===== src/rtl/mem_store_buffer_pkg.sv =====
// Shared sizing for the store buffer: default address/data widths and FIFO depth.
package mem_store_buffer_pkg;
  localparam int unsigned SIZE_ADDR     = 16;
  localparam int unsigned SIZE_DATA     = 32;
  localparam int unsigned SIZE_SB_DEPTH = 4;
  localparam int unsigned HBIT_SB_PTR   = $clog2(SIZE_SB_DEPTH) - 1;
endpackage


===== src/rtl/mem_store_buffer_match.sv =====
// Load-forwarding lookup: newest valid entry whose address matches the load wins.
module sb_match
  import mem_store_buffer_pkg::*;
#(
  parameter int unsigned DEPTH  = SIZE_SB_DEPTH,
  parameter int unsigned ADDR_W = SIZE_ADDR,
  parameter int unsigned DATA_W = SIZE_DATA,
  parameter int unsigned PTR_W  = $clog2(DEPTH)
) (
  input  logic [DEPTH-1:0]             valid,
  input  logic [DEPTH-1:0][ADDR_W-1:0] addr_arr,
  input  logic [DEPTH-1:0][DATA_W-1:0] data_arr,
  input  logic [PTR_W-1:0]             rd_ptr,
  input  logic [ADDR_W-1:0]            ld_addr,
  output logic                         hit,
  output logic [DATA_W-1:0]            data
);

  logic [PTR_W-1:0] idx;

  // Walk oldest to newest from the head so a later match overrides an earlier one.
  always_comb begin
    hit  = 1'b0;
    data = '0;
    idx  = '0;
    for (int unsigned k = 0; k < DEPTH; k++) begin
      idx = rd_ptr + PTR_W'(k);
      if (valid[idx] && (addr_arr[idx] == ld_addr)) begin
        hit  = 1'b1;
        data = data_arr[idx];
      end
    end
  end

endmodule


===== src/rtl/mem_store_buffer.sv =====
// Store buffer on the write side of the unified mem port: queues MA stores,
// drains them when fetch leaves the port idle (or when forced), forwards to loads.
module mem_store_buffer
  import mem_store_buffer_pkg::*;
#(
  parameter int unsigned DEPTH  = SIZE_SB_DEPTH,
  parameter int unsigned ADDR_W = SIZE_ADDR,
  parameter int unsigned DATA_W = SIZE_DATA
) (
  input  logic                     iw_clk,
  input  logic                     iw_rst,
  input  logic                     iw_st_valid,
  input  logic [ADDR_W-1:0]        iw_st_addr,
  input  logic [DATA_W-1:0]        iw_st_data,
  output logic                     ow_st_ready,
  input  logic                     iw_ld_check,
  input  logic [ADDR_W-1:0]        iw_ld_addr,
  output logic                     ow_ld_hit,
  output logic [DATA_W-1:0]        ow_ld_data,
  input  logic                     iw_fetch_req,
  input  logic                     iw_drain,
  output logic                     ow_fetch_stall,
  output logic                     ow_mem_we,
  output logic [ADDR_W-1:0]        ow_mem_addr,
  output logic [DATA_W-1:0]        ow_mem_wdata,
  output logic                     ow_empty,
  output logic [$clog2(DEPTH):0]   ow_count
);

  localparam int unsigned PTR_W = $clog2(DEPTH);
  localparam int unsigned CNT_W = PTR_W + 1;

  logic [PTR_W-1:0]             wr_ptr, rd_ptr;
  logic [CNT_W-1:0]             count;
  logic [DEPTH-1:0][ADDR_W-1:0] addr_q;
  logic [DEPTH-1:0][DATA_W-1:0] data_q;
  logic [DEPTH-1:0]             valid;
  logic                         full, empty, push, pop;
  logic                         m_hit;
  logic [DATA_W-1:0]            m_data;

  assign full  = (count == CNT_W'(DEPTH));
  assign empty = (count == '0);
  assign push  = iw_st_valid && !full;
  assign pop   = ow_mem_we;

  assign ow_st_ready    = !full;
  assign ow_mem_we      = !empty && (!iw_fetch_req || full || iw_drain);
  assign ow_fetch_stall = iw_fetch_req && ow_mem_we;
  assign ow_mem_addr    = empty ? '0 : addr_q[rd_ptr];
  assign ow_mem_wdata   = empty ? '0 : data_q[rd_ptr];
  assign ow_empty       = empty;
  assign ow_count       = count;

  always_ff @(posedge iw_clk) begin
    if (iw_rst) begin
      wr_ptr <= '0;
      rd_ptr <= '0;
      count  <= '0;
    end else begin
      if (push) wr_ptr <= wr_ptr + 1'b1;
      if (pop)  rd_ptr <= rd_ptr + 1'b1;
      case ({push, pop})
        2'b10:   count <= count + 1'b1;
        2'b01:   count <= count - 1'b1;
        default: count <= count;
      endcase
    end
  end

  // Storage needs no reset; occupancy alone defines which slots are live.
  always_ff @(posedge iw_clk) begin
    if (push && !iw_rst) begin
      addr_q[wr_ptr] <= iw_st_addr;
      data_q[wr_ptr] <= iw_st_data;
    end
  end

  // A slot is live when its distance from the head is below the occupancy.
  always_comb begin
    valid = '0;
    for (int unsigned i = 0; i < DEPTH; i++) begin
      valid[i] = ({1'b0, PTR_W'(i) - rd_ptr} < count);
    end
  end

  sb_match #(
    .DEPTH  (DEPTH),
    .ADDR_W (ADDR_W),
    .DATA_W (DATA_W),
    .PTR_W  (PTR_W)
  ) u_match (
    .valid    (valid),
    .addr_arr (addr_q),
    .data_arr (data_q),
    .rd_ptr   (rd_ptr),
    .ld_addr  (iw_ld_addr),
    .hit      (m_hit),
    .data     (m_data)
  );

  assign ow_ld_hit  = iw_ld_check && m_hit;
  assign ow_ld_data = ow_ld_hit ? m_data : '0;

endmodule


===== config.mk =====
export PLATFORM = sky130hd
export DESIGN_NAME = mem_store_buffer
export DESIGN_NICKNAME = d
export VERILOG_FILES = /design/src/rtl/mem_store_buffer_pkg.sv /design/src/rtl/mem_store_buffer_match.sv /design/src/rtl/mem_store_buffer.sv
export SDC_FILE = /design/constraint.sdc
export NUM_CORES = 1
export LEC_CHECK = 0
export CORE_MARGIN = 2
export CORE_UTILIZATION = 31
export CTS_BUF_LIST = sky130_fd_sc_hd__clkbuf_2
export DETAILED_ROUTE_END_ITERATION = 6
export PLACE_DENSITY = 0.61
export SYNTH_ARGS = -nofsm -noshare
export SYNTH_HDL_FRONTEND = slang
export SYNTH_SLANG_ARGS = --single-unit

===== constraint.sdc =====
create_clock -name iw_clk -period 10.8 [get_ports iw_clk]
set_input_delay 2.16 -clock iw_clk [delete_from_list [all_inputs] [get_ports iw_clk]]
set_output_delay 2.16 -clock iw_clk [all_outputs]
set_load 0.02 [all_outputs]

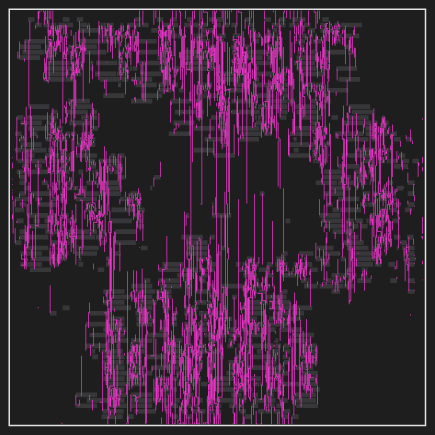
run_1/met2.png
Drawn at 2 px/um. Cells faint in the background.
nets with wire on the layer	1,118
main direction	vertical
share of all routed wire	48%
via count: 9,233
drt total wl: 33,800 um

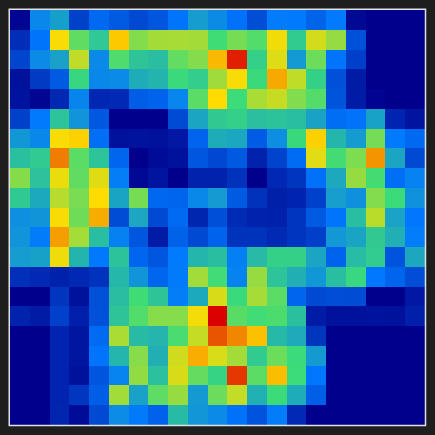
run_1/wire_density.png
Drawn at 2 px/um. The die is cut into 21 by 21 equal tiles; dark blue is low, red is high, scaled to the fullest tile. Values are wire area over tile area, all layers added.
nearly empty tiles	15%
emptiest ninth of the die	south-east
fullest tile	0.40
mean over tiles	0.12
densest ninth of the die	south
tiles over half the peak	22%
Total GRT Usage: 15.7%
wire length per cell: 19.4 um

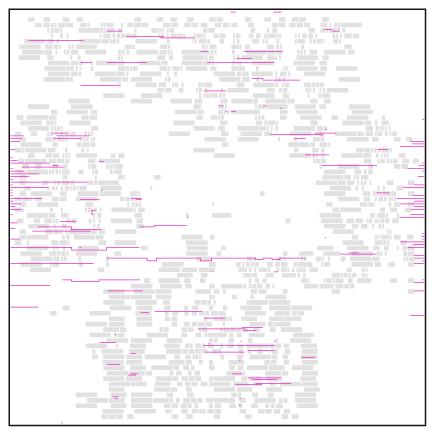
run_1/met3.png
Drawn at 2 px/um. Cells faint in the background.
main direction	horizontal
wire length on this layer	1,430 um
share of all routed wire	4.2%
longest straight run	41.2 um
routing usage on met3: 2.57%

==> notes.md, run 1 <==
run metrics: Root Driver=clkbuf_2, Layout Skew=37.7 ps, logic area=0.00640 mm2, biggest area cells=edfxtp_1, mux4_2, mux2i_1, final hold violations=0, fillers=3,944, initial antenna violation count=2, Initial DRT Pass Iterations=5, GRT overflow=0, # clk buffers=21, hold slack=526 ps, CP Cell Sequence=buf_4, inv_2, ha_1, nor3b_1, mux2_2, o2111ai_1, or4_1, or3_1, buf_4, a41oi_4, buf_4, o21a_1, clkdlybuf4s50_1, count leader, synth=edfxtp_1, final setup margin=2120 ps, slowest stage delay, CP=790 ps, ANT cells=2, largest net degree at the start of global routing=99, Post-Syn Nets=1,182, Pre-Place Util=31.4%, routed vias/inst=5.29, CTS sink cnt=199, clk_lat worst skew=860 ps, Cell Area, Placed=0.0147 mm2, comb pwr=0.00157 W, cell at the slowest stage of the critical path=a41oi_4, Chip Area, Yosys=0.0128 mm2, relative slew slack=29.8%, CTS tree=done, Synth mux share=21.6%, core area=0.0408 mm2, sequential power share=33.9%, final setup vio count=0, Final Max Slew Viols=0, XOR Share, Synth=5.05%, Die ar.=0.0430 mm2, Hold/Removal Path Class=flip-flop to flip-flop, global-route wire length before repair=52,300 um, ClkCell Share=1.39%, Sw Pwr=0.00120 W, dominant logic cell types in the final layout=edfxtp_1, nor2_1, clkdlybuf4s50_1, mux2i_1, a21oi_1, total tool warning count=30, RSZ-0062 raised after global routing=no, TNS Setup=0 ps, Simple Share, Synth=9.17%, standard-cell rows=74, worst slew pin tran=1050 ps, FF+latch count, synth=199, CTS Hold Buffers Added=0, # DRC=0, post-cts sizing count=0, Port Buf Inserts=157, total power=0.00289 W, Area Growth Syn to Fin=16.3%, Max VDD drop=0.0974 mV, crit-path leading delay family=buffers and inverters, Sw Share=41.4%, outcome=completed, synth cell count leaders=edfxtp_1, nor2_1, mux2i_1, Data required, critical path=8640 ps, Placer Congestion=0.819, Final ANT Viol Nets=0, fin nets=1,279, fin cells=1,746, leading power group=combinational logic, Flop area=0.00591 mm2, vias in the first global route=8,985, Top Ports=158, top cell category=multi-input combinational cells, Seq/Total Area, Yosys=46.0%, Well-Tap Cells=532, Compound-Gate Fraction of Synth Area=12.9%, cells in synth_stat.txt=1,102, Comb power frac=54.2%, flop count=199, Die W=207 um, Warnings, synthesis=0, MI comb cells=799
## run 1: path summary, 6_finish.rpt
| path | startpoint | to | slack (ps) | cells after the start |
|---|---|---|---|---|
| min | wr_ptr[1] | wr_ptr[1] | 530 | 2 |
| min reg2reg | wr_ptr[1] | wr_ptr[1] | 530 | 2 |
| max | rd_ptr[1] | ow_ld_data[20] | 2120 | 13 |
| max reg2reg | ow_count[0] | addr_q[61] | 7930 | 6 |
## run 1: per-layer routing
layer  global-route usage, %  routed length (um)
met5                       0                   0
met4                    5.99                 666
met3                    2.57                1430
met2                    25.8               16300
met1                    20.9               15400
## run 1: flip-flops by register name, indices dropped and copies added, names as in the netlist
register and count:
data_q 128, ow_count 3, rd_ptr 2, addr_q 64, wr_ptr 2
==> run 1 -> run 2 <==
==> constraint.sdc (replaced) <==
create_clock -name iw_clk -period 8.8 [get_ports iw_clk]
set_input_delay 1.76 -clock iw_clk [delete_from_list [all_inputs] [get_ports iw_clk]]
set_output_delay 1.76 -clock iw_clk [all_outputs]
set_load 0.02 [all_outputs]
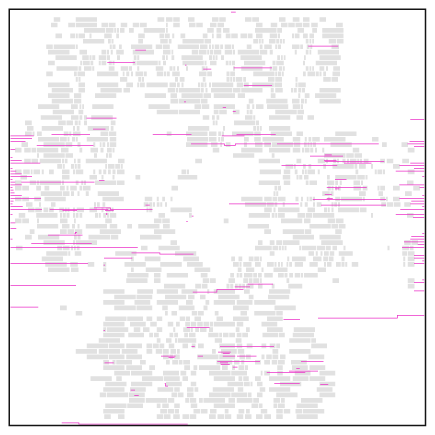
run_2/met3.png
Drawn at 2 px/um. Cells faint in the background.
nets with wire on the layer	113
longest straight run	63.2 um
wire length on this layer	1,550 um
drt total wl: 34,000 um
via count: 9,157
routing usage on met3: 2.86%

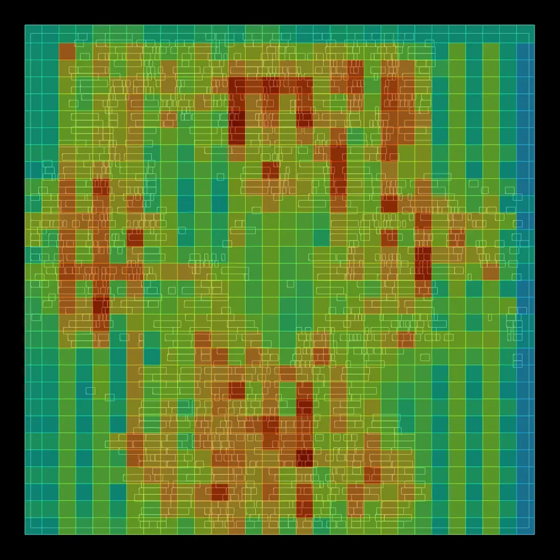
run_2/final_congestion.png
wire length per cell: 19.4 um
M1 GR Usage: 21.3%
Total GRT Usage: 15.7%
gr busiest metal: met2

==> notes.md, run 2 <==
run metrics: ANT cells=2, CTS Hold Buffers Added=0, total tool warning count=33, Root Driver=clkbuf_2, biggest area cells=edfxtp_1, mux4_2, mux2i_1, max reg flops=128, Seq/Total Area, Yosys=46.0%, fin nets=1,280, core area=0.0408 mm2, Well-Tap Cells=532, Comb power frac=54.5%, Layout Skew=64.5 ps, Sw Share=41.5%, Most flops, register=data_q, Hold/Removal Path Class=flip-flop to flip-flop, Post-Syn Nets=1,182, count leader, synth=edfxtp_1, Warnings, synthesis=0, RSZ-0062 raised after global routing=no, CTS tree=done, MI comb cells=799, met1 wire length=15,700 um, top cell category=multi-input combinational cells, Pre-Place Util=31.4%, Data required, critical path=7040 ps, Critical path destination=ow_ld_data[19], Top Ports=158, outcome=completed, worst slew pin tran=1100 ps, FF+latch count, synth=199, CTS sink cnt=199, Final ANT Viol Nets=0, Area Growth Syn to Fin=16.5%, Flop area=0.00591 mm2, Chip Area, Yosys=0.0128 mm2, post-cts sizing count=0, final hold violations=0, Crit path depth=10, relative slew slack=26.5%, slowest stage delay, CP=1060 ps, dominant logic cell types in the final layout=edfxtp_1, nor2_1, clkdlybuf4s50_1, mux2i_1, a21oi_1, origin of the critical flop-to-flop path=ow_count[0], ClkCell Share=1.45%, # clk buffers=19, GRT overflow=0, hold_sp=wr_ptr[1], Max VDD drop=0.141 mV
==> run 2: cell counts after synthesis <==
No cell type changed its count.
==> run 2: kinds of logic after synthesis <==
group | synth area share [%]
buffers and inverters | 4.20
multiplexers | 21.6
flip-flops | 46.0
AND-OR/OR-AND | 12.9
AND/OR/NAND/NOR | 9.17
XOR/XNOR | 5.05
adder cells (fa/ha/maj) | 1.03
==> run 2: tightest hold or removal path: stages, from the launching register on <==
cell and delay, ps:
dfxtp_1 410, nand2_1 70, a21oi_1 50
==> run 2: per-stage QoR <==
step,hold WS (ps),utilization (%),instances,area (um2),worst slack [ps]
finish,529,36.6,1747,14900,826
global route,574,36.6,1746,14900,336
CTS,535,36.6,1745,14900,638
detailed placement,507,36.0,1713,14700,1460
global placement,494,36.0,1713,14700,1480
floorplan,469,-,1102,12800,2130
==> run 2 -> run 3 <==
--- a/config.mk
+++ b/config.mk
@@ -9,7 +9,9 @@
 export CORE_UTILIZATION = 31
 export CTS_BUF_LIST = sky130_fd_sc_hd__clkbuf_2
 export DETAILED_ROUTE_END_ITERATION = 6
+export HOLD_SLACK_MARGIN = 0.06
 export PLACE_DENSITY = 0.61
 export SYNTH_ARGS = -nofsm -noshare
 export SYNTH_HDL_FRONTEND = slang
 export SYNTH_SLANG_ARGS = --single-unit
+export TNS_END_PERCENT = 20
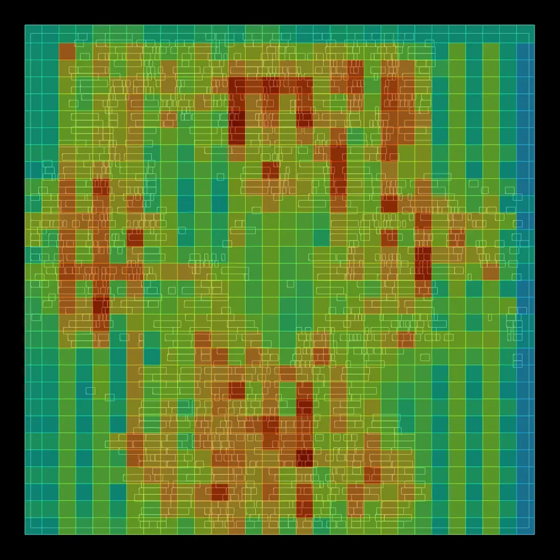
run_3/final_congestion.png
post-layout util: 36.6%
GRT met2 Usage: 25.8%

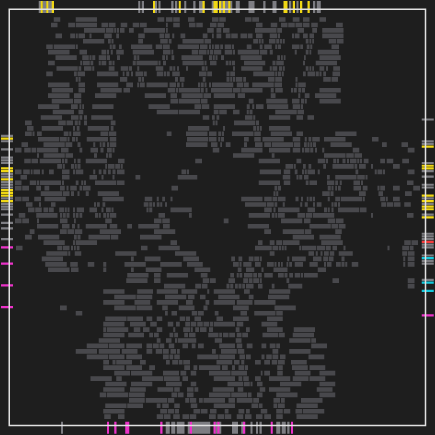
run_3/pins.png
Drawn at 2 px/um. Pins as bars across the die edge, other pins in gray.
color	port	pins	direction	edge
red	iw_fetch_req	1	input	east
magenta	iw_st_addr	16	input	11 south, 4 west, 1 east
yellow	ow_mem_wdata	32	output	16 north, 8 east, 8 west
cyan	ow_count	3	output	east
Die W: 207 um
Die Ht: 207 um

==> notes.md, run 3 <==
run metrics: Cell Area, Placed=0.0147 mm2, Reg2Reg Setup Slack=6000 ps, synth cell count leaders=edfxtp_1, nor2_1, mux2i_1, max reg flops=128, outcome=completed, crit-path leading delay family=buffers and inverters, ANT cells=2, vias in the first global route=8,875, wire length per cell=19.4 um, cells in synth_stat.txt=1,102, Final Max Slew Viols=0, Pre-Place Util=31.4%, ClkCell Share=1.45%, Post-Syn Nets=1,182, Sw Share=41.5%, clk_lat worst skew=870 ps, hold_sp=wr_ptr[1], biggest area cells=edfxtp_1, mux4_2, mux2i_1, WL met2=16,300 um, Top Metal Used=met5, cell at the slowest stage of the critical path=dfxtp_4, fin nets=1,280, Root Driver=clkbuf_2, Synth mux share=21.6%, MI comb cells=799, Flop area=0.00591 mm2, Layout Skew=64.5 ps, Adders+Majority by Area=1.03%, routing usage on met3=2.86%, relative slew slack=26.5%, Comb power frac=54.5%, Warnings, synthesis=0, Most flops, register=data_q, Hold/Removal Path Class=flip-flop to flip-flop, sequential power share=33.6%, RR Endpoint=ow_count[2], Total GRT Usage=15.7%, comb area leader=multiplexers, Seq/Total Area, Yosys=46.0%, worst slew pin tran=1100 ps, top cell category=multi-input combinational cells, CTS tree=done, total power=0.00356 W, CTS Hold Buffers Added=0, final setup margin=826 ps, initial antenna violation count=3, Placement Setup Slack=1460 ps, Port Buf Inserts=157, Max VDD drop=0.141 mV, final hold violations=0, largest net degree at the start of global routing=121, RSZ-0062 raised after global routing=no, logic area=0.00640 mm2, fillers=3,972, CTS sink cnt=199, met1 wire length=15,700 um, flop count=199, Final ANT Viol Nets=0, leading power group=combinational logic, GRT overflow=0
[run 3: cell counts after synthesis]
Identical to the previous run, type by type.
[run 3: worst max-delay path by stage]
stage                    from             end  slack, ps  depth (start not counted)
2_1_floorplan       rd_ptr[1]  ow_ld_data[21]       2130                         21
3_3_place_gp    iw_ld_addr[0]  ow_ld_data[19]       1480                         10
3_5_place_dp   iw_ld_addr[11]  ow_ld_data[19]       1460                         10
4_1_cts             rd_ptr[0]  ow_ld_data[19]        640                         10
5_1_grt             rd_ptr[0]  ow_ld_data[19]        340                         11
6_report            rd_ptr[0]  ow_ld_data[19]        830                         10
[run 3: stage by stage]
step,hold slack [ps],cells
after floorplan,469,1102
after global placement,494,1713
after detailed placement,507,1713
after CTS,535,1745
after global routing,574,1746
final,529,1747
Power and IR drop assume default switching activity.
